pdn.png
(3 px per µm) Pins as bars on the die edge.
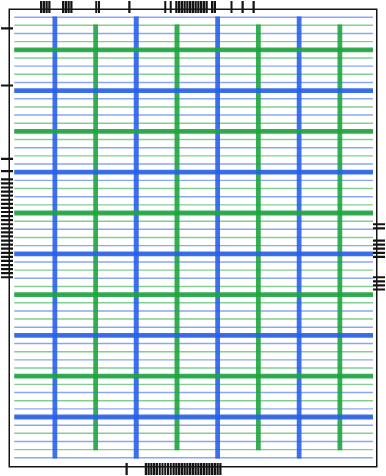
zoom.png
Region (36, 81) to (86, 131) µm. Cells in grey, sequential cells in the stronger grey; small squares are vias.
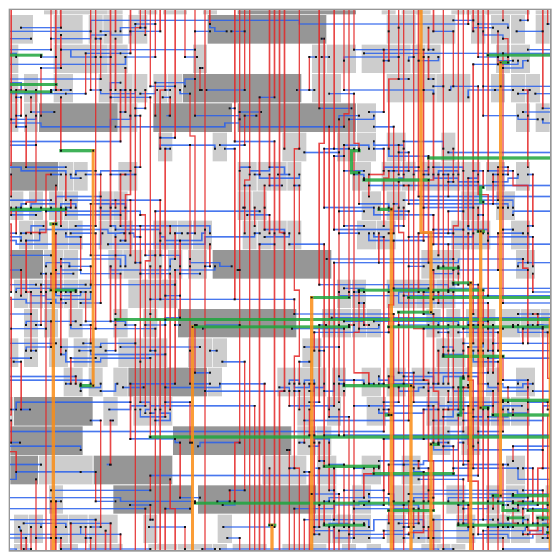
wire_density.png
(2 px per µm) The die is cut into 24 by 30 equal tiles; dark purple is low, yellow is high, scaled to the fullest tile. Values are wire area over tile area, all layers added.
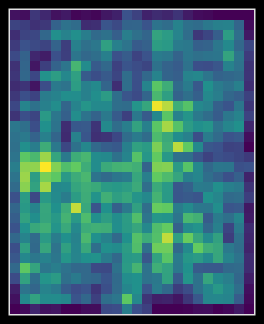
### src/rtl/rs_issue_sched_if.sv
// Bus between the reservation station and the issue scheduler.
// Handshake: fu_busy[f] is the inverted ready of FU f; a grant (issue_valid[f]) is only formed on a cycle where fu_busy[f] was low.
interface rs_issue_sched_if;
  logic        en;
  logic        flush;
  logic [15:0] row_ready;
  logic [31:0] row_fu;
  logic [2:0]  fu_busy;
  logic [2:0]  issue_valid;
  logic [3:0]  issue_row_0;
  logic [3:0]  issue_row_1;
  logic [3:0]  issue_row_2;
  logic [15:0] row_clear;
  logic        bad_fu_err;
  logic [11:0] dbg_rr_ptr;

  modport master (
    output en, flush, row_ready, row_fu, fu_busy,
    input  issue_valid, issue_row_0, issue_row_1, issue_row_2, row_clear,
           bad_fu_err, dbg_rr_ptr
  );

  modport slave (
    input  en, flush, row_ready, row_fu, fu_busy,
    output issue_valid, issue_row_0, issue_row_1, issue_row_2, row_clear,
           bad_fu_err, dbg_rr_ptr
  );
endinterface

### src/rtl/rs_issue_sched.sv
// Per-FU round-robin issue selection from a 16-row reservation station.
// Grants are registered; granted rows are masked for one cycle while the RS clears them.
module rs_issue_sched #(
  parameter int NUM_ROWS = 16,
  parameter int NUM_FU   = 3
) (
  input logic              clk,
  input logic              rst,
  rs_issue_sched_if.slave  bus
);

  logic [3:0]          rr_ptr [NUM_FU];
  logic [3:0]          issue_row_q [NUM_FU];
  logic [NUM_FU-1:0]   issue_valid_q;
  logic [NUM_ROWS-1:0] row_clear_q;
  logic [NUM_ROWS-1:0] inflight_mask;
  logic                bad_fu_q;
  logic                armed;

  logic [NUM_ROWS-1:0] cand [NUM_FU];
  logic [NUM_FU-1:0]   gnt_valid;
  logic [3:0]          gnt_row [NUM_FU];
  logic [NUM_ROWS-1:0] gnt_vec;
  logic [3:0]          idx;
  logic                bad_seen;

  always_comb begin
    gnt_valid = '0;
    gnt_vec   = '0;
    bad_seen  = 1'b0;
    idx       = '0;
    for (int f = 0; f < NUM_FU; f++) begin
      cand[f]    = '0;
      gnt_row[f] = '0;
      for (int r = 0; r < NUM_ROWS; r++) begin
        cand[f][r] = bus.row_ready[r] && (bus.row_fu[2*r +: 2] == 2'(f))
                     && !inflight_mask[r];
      end
      // armed keeps the first post-reset edge grant-free
      if (bus.fu_busy[f] || !bus.en || !armed) cand[f] = '0;
      for (int i = 0; i < NUM_ROWS; i++) begin
        idx = rr_ptr[f] + 4'(i);
        if (!gnt_valid[f] && cand[f][idx]) begin
          gnt_valid[f] = 1'b1;
          gnt_row[f]   = idx;
        end
      end
      if (gnt_valid[f]) gnt_vec[gnt_row[f]] = 1'b1;
    end
    for (int r = 0; r < NUM_ROWS; r++) begin
      if (bus.row_ready[r] && (bus.row_fu[2*r +: 2] == 2'd3)) bad_seen = 1'b1;
    end
  end

  always_ff @(posedge clk) begin
    if (rst) begin
      issue_valid_q <= '0;
      row_clear_q   <= '0;
      inflight_mask <= '0;
      bad_fu_q      <= 1'b0;
      armed         <= 1'b0;
      for (int f = 0; f < NUM_FU; f++) begin
        rr_ptr[f]      <= '0;
        issue_row_q[f] <= '0;
      end
    end else begin
      armed <= 1'b1;
      if (bad_seen) bad_fu_q <= 1'b1;
      if (bus.flush) begin
        issue_valid_q <= '0;
        row_clear_q   <= '0;
        inflight_mask <= '0;
      end else begin
        issue_valid_q <= gnt_valid;
        row_clear_q   <= gnt_vec;
        inflight_mask <= gnt_vec;
        for (int f = 0; f < NUM_FU; f++) begin
          if (gnt_valid[f]) begin
            issue_row_q[f] <= gnt_row[f];
            rr_ptr[f]      <= gnt_row[f] + 4'd1;
          end
        end
      end
    end
  end

  assign bus.issue_valid = issue_valid_q;
  assign bus.issue_row_0 = issue_row_q[0];
  assign bus.issue_row_1 = issue_row_q[1];
  assign bus.issue_row_2 = issue_row_q[2];
  assign bus.row_clear   = row_clear_q;
  assign bus.bad_fu_err  = bad_fu_q;
  assign bus.dbg_rr_ptr  = {rr_ptr[2], rr_ptr[1], rr_ptr[0]};

endmodule

### src/flat_wrapper.sv
// flat-port wrapper written by rule: the top's interface ports become plain ports
module rs_issue_sched_flat 
#(
  parameter int NUM_ROWS = 16,
  parameter int NUM_FU   = 3
)
  (clk, rst, bus_en, bus_flush, bus_row_ready, bus_row_fu, bus_fu_busy, bus_issue_valid, bus_issue_row_0, bus_issue_row_1, bus_issue_row_2, bus_row_clear, bus_bad_fu_err, bus_dbg_rr_ptr);
  rs_issue_sched_if bus_i ();
  input logic clk;
  input logic rst;
  input wire logic [$bits(bus_i.en)-1:0] bus_en;
  input wire logic [$bits(bus_i.flush)-1:0] bus_flush;
  input wire logic [$bits(bus_i.row_ready)-1:0] bus_row_ready;
  input wire logic [$bits(bus_i.row_fu)-1:0] bus_row_fu;
  input wire logic [$bits(bus_i.fu_busy)-1:0] bus_fu_busy;
  output wire logic [$bits(bus_i.issue_valid)-1:0] bus_issue_valid;
  output wire logic [$bits(bus_i.issue_row_0)-1:0] bus_issue_row_0;
  output wire logic [$bits(bus_i.issue_row_1)-1:0] bus_issue_row_1;
  output wire logic [$bits(bus_i.issue_row_2)-1:0] bus_issue_row_2;
  output wire logic [$bits(bus_i.row_clear)-1:0] bus_row_clear;
  output wire logic [$bits(bus_i.bad_fu_err)-1:0] bus_bad_fu_err;
  output wire logic [$bits(bus_i.dbg_rr_ptr)-1:0] bus_dbg_rr_ptr;
  assign bus_i.en = bus_en;
  assign bus_i.flush = bus_flush;
  assign bus_i.row_ready = bus_row_ready;
  assign bus_i.row_fu = bus_row_fu;
  assign bus_i.fu_busy = bus_fu_busy;
  assign bus_issue_valid = bus_i.issue_valid;
  assign bus_issue_row_0 = bus_i.issue_row_0;
  assign bus_issue_row_1 = bus_i.issue_row_1;
  assign bus_issue_row_2 = bus_i.issue_row_2;
  assign bus_row_clear = bus_i.row_clear;
  assign bus_bad_fu_err = bus_i.bad_fu_err;
  assign bus_dbg_rr_ptr = bus_i.dbg_rr_ptr;
  rs_issue_sched #(.NUM_ROWS(NUM_ROWS), .NUM_FU(NUM_FU)) u_core (.clk(clk), .rst(rst), .bus(bus_i));
endmodule
### config.mk
export PLATFORM = sky130hd
export DESIGN_NAME = rs_issue_sched_flat
export DESIGN_NICKNAME = d
export VERILOG_FILES = /design/src/rtl/rs_issue_sched_if.sv /design/src/rtl/rs_issue_sched.sv /design/src/flat_wrapper.sv
export SDC_FILE = /design/constraint.sdc
export NUM_CORES = 1
export LEC_CHECK = 0
export ABC_AREA = 1
export CAP_MARGIN = 30
export CORE_ASPECT_RATIO = 1.25
export CORE_UTILIZATION = 50
export CTS_BUF_LIST = sky130_fd_sc_hd__clkbuf_4 sky130_fd_sc_hd__clkbuf_8
export DETAILED_ROUTE_END_ITERATION = 8
export DONT_BUFFER_PORTS = 1
export SYNTH_ARGS = -nofsm -noshare
export SYNTH_HDL_FRONTEND = slang
export SYNTH_SLANG_ARGS = --single-unit
### constraint.sdc
create_clock -name clk -period 5.3 [get_ports clk]
set_input_delay 0.795 -clock clk [delete_from_list [all_inputs] [get_ports clk]]
set_output_delay 0.795 -clock clk [all_outputs]
set_load 0.05 [all_outputs]
==> impl_metrics.ini <==
; physical design summary
[synthesis]
flop_cell = edfxtp_1
synth-adder-area-share = 0.0431
edf_count = 24
synth.mux.area_fraction = 0
post_synth_inst_count = 1623
synth_net_count = 1709
synth.yosys.num_cells = 1623
synth.lib_cells_used.distinct = 56
simple_gate_share = 0.620
syn-cell-area_um2 = 9000
ys_sh_xor = 0.0341

[floorplan]
dieHeight_um = 152
initial_core_util = 0.512
die-width_um = 122
core_region_area_um2 = 17600
placement_rows = 54
area_of_the_die_um2 = 18500

[routing]
detail_route.vias_per_cell = 5.79
detailedRoute.firstIterationViolations = 902
post-route-drc-count = 0
drt_pre_antenna_iters = 5
routed_wire_length_per_instance_um = 18.7

[worst_hold_path]
min-delay-path-class = primary input to flop

[layout]
area_delta_synth_final_pct = 3.11
antennaDiodeCount = 0
final_layout_top_logic_cell = nand2_1
sequential_cell_area_um2 = 1140
final-instance-count-excl-fill = 1840
comb_area_um2 = 6740
filler_cell_count = 1969

[sta]
period_used_share = 0.906
post-route-worst-setup-slack_ps = 497
timing.final.crit_period_ps = 4800
final-hold-violation-count = 0
fin_setup_tns_ps = 0
rsz0062_at_grt = no
slew_viol_final = 0

[placed_design]
gp_congestion = 0.982
placed_cells_incl_taps = 1832
pre_cts_ws_ps = 547
port_buffers = 0

[global_routing]
grt_first_pass_wirelength_um = 52400
antenna_violations_before_repair = 0

[clock_network]
numCtsBuffers = 5
cts.hold.buffers_added = 0
postCtsSetupBuffers = 0
cts_num_sinks = 45
clock_tree.buffer_depth = 2
cts.clk_slew.worst_paths_ps = 90

[critical_path]
crit_fanout = 14
worstPathBufferInverterCount = 5
critical_path_arrival_ps = 4870
worst-setup-path-type = flop to flop
timing.critical_path.from_type = flop
worst-endpoint-required_ps = 5370
path_delay_family = simple AND/OR/NAND/NOR gates

[run]
maxCapViolations = 0

[run_status]
status = completed
## Picture notes: pdn.png
| colour | net |
|---|---|
| blue | VSS |
| green | VDD |
met4 straps: 8
met5 straps: 10
met1 rails: 55

## Picture notes: zoom.png
| colour | layer |
|---|---|
| red | met2 |
| blue | met1 |
| green | met3 |
| orange | met4 |
sequential cells in the window: 15
most frequent: nand3_1 (75), nand2_1 (47), nor2_1 (26)
cells with their middle in the window: 216
netlist names of flops here include: u_core.bus.row_clear (7), u_core.rr_ptr (6)

## Picture notes: wire_density.png
mean over tiles: 0.31
fullest tile: 0.79
nearly empty tiles: 2.2%
tiles over half the peak: 25%
overall via count from detail_route: 10.7k
global-route total usage across every layer: 0.367
wire length after detailed routing: 34300 µm

## layer usage
metal,up-vias,share of wire,GRT usage
met5,-,0,0
met4,0,0.051,0.178
met3,90,0.070,0.0619
met2,437,0.48,0.628
met1,4807,0.39,0.437
li1,5326,-,-
## kinds of logic (layout without fill, tap and decap cells)
| logic type | count (synthesis) | after routing |
|---|---|---|
| AND-OR/OR-AND | 75 | 75 |
| adder cells (fa/ha/maj) | 31 | 31 |
| AND/OR/NAND/NOR | 1192 | 1192 |
| buffers and inverters | 257 | 250 |
| flip-flops | 45 | 45 |
| XOR/XNOR | 23 | 23 |
## per-stage QoR
step	util	area, µm²
after floorplan	-	9000
after global placement	0.523	9190
after detailed placement	0.523	9190
after CTS	0.528	9280
after global routing	0.528	9280
final	0.528	9280
## flip-flops by register name (all words and copies together) (netlist names)
name / cells
u_core.rr_ptr: 12
u_core.bus.issue_valid: 3
u_core.bus.bad_fu_err: 1
u_core.armed: 1
u_core.issue_row_q: 12
u_core.bus.row_clear: 16
## synthesized netlist by cell type, drive strengths merged (2+ instances only)
master   number  area [µm²]
o2111ai       2        17.5
nor2        211         905
buf          38         292
clkinv        6        22.5
or2           2        12.5
inv         204         768
a31oi         2        12.5
a21oi        11        66.3
o21a          6        46.3
a21o          3        22.5
nand3b        3        22.5
dfxtp        21         420
nor3         29         183
o21ai        43         238
o211ai        3        22.5
nand2       465        1800
nand4        63         488
ha           31         388
xor2         17         209
xnor2         6        97.6
clkbuf        9        33.8
edfxtp       24         721
nand3       416        2150
## worst paths after layout
| path | startpoint | endpoint | depth (start not counted) |
|---|---|---|---|
| min | rst | u_core.armed | 1 |
| max | u_core.rr_ptr[0][1] | u_core.rr_ptr[0][1] | 20 |
| min reg2reg | u_core.bus.bad_fu_err | u_core.bus.bad_fu_err | 3 |
| max reg2reg | u_core.rr_ptr[0][1] | u_core.rr_ptr[0][1] | 20 |
## cell type report
cell class / count / area share
inverters: 210 / 0.0852
flip-flops and latches: 45 / 0.123
well taps: 224 / 0.0302
multi-input cells: 1321 / 0.727
clock inverters: 2 / 0.00121
clock buffers: 6 / 0.00823
repair buffers: 32 / 0.0256
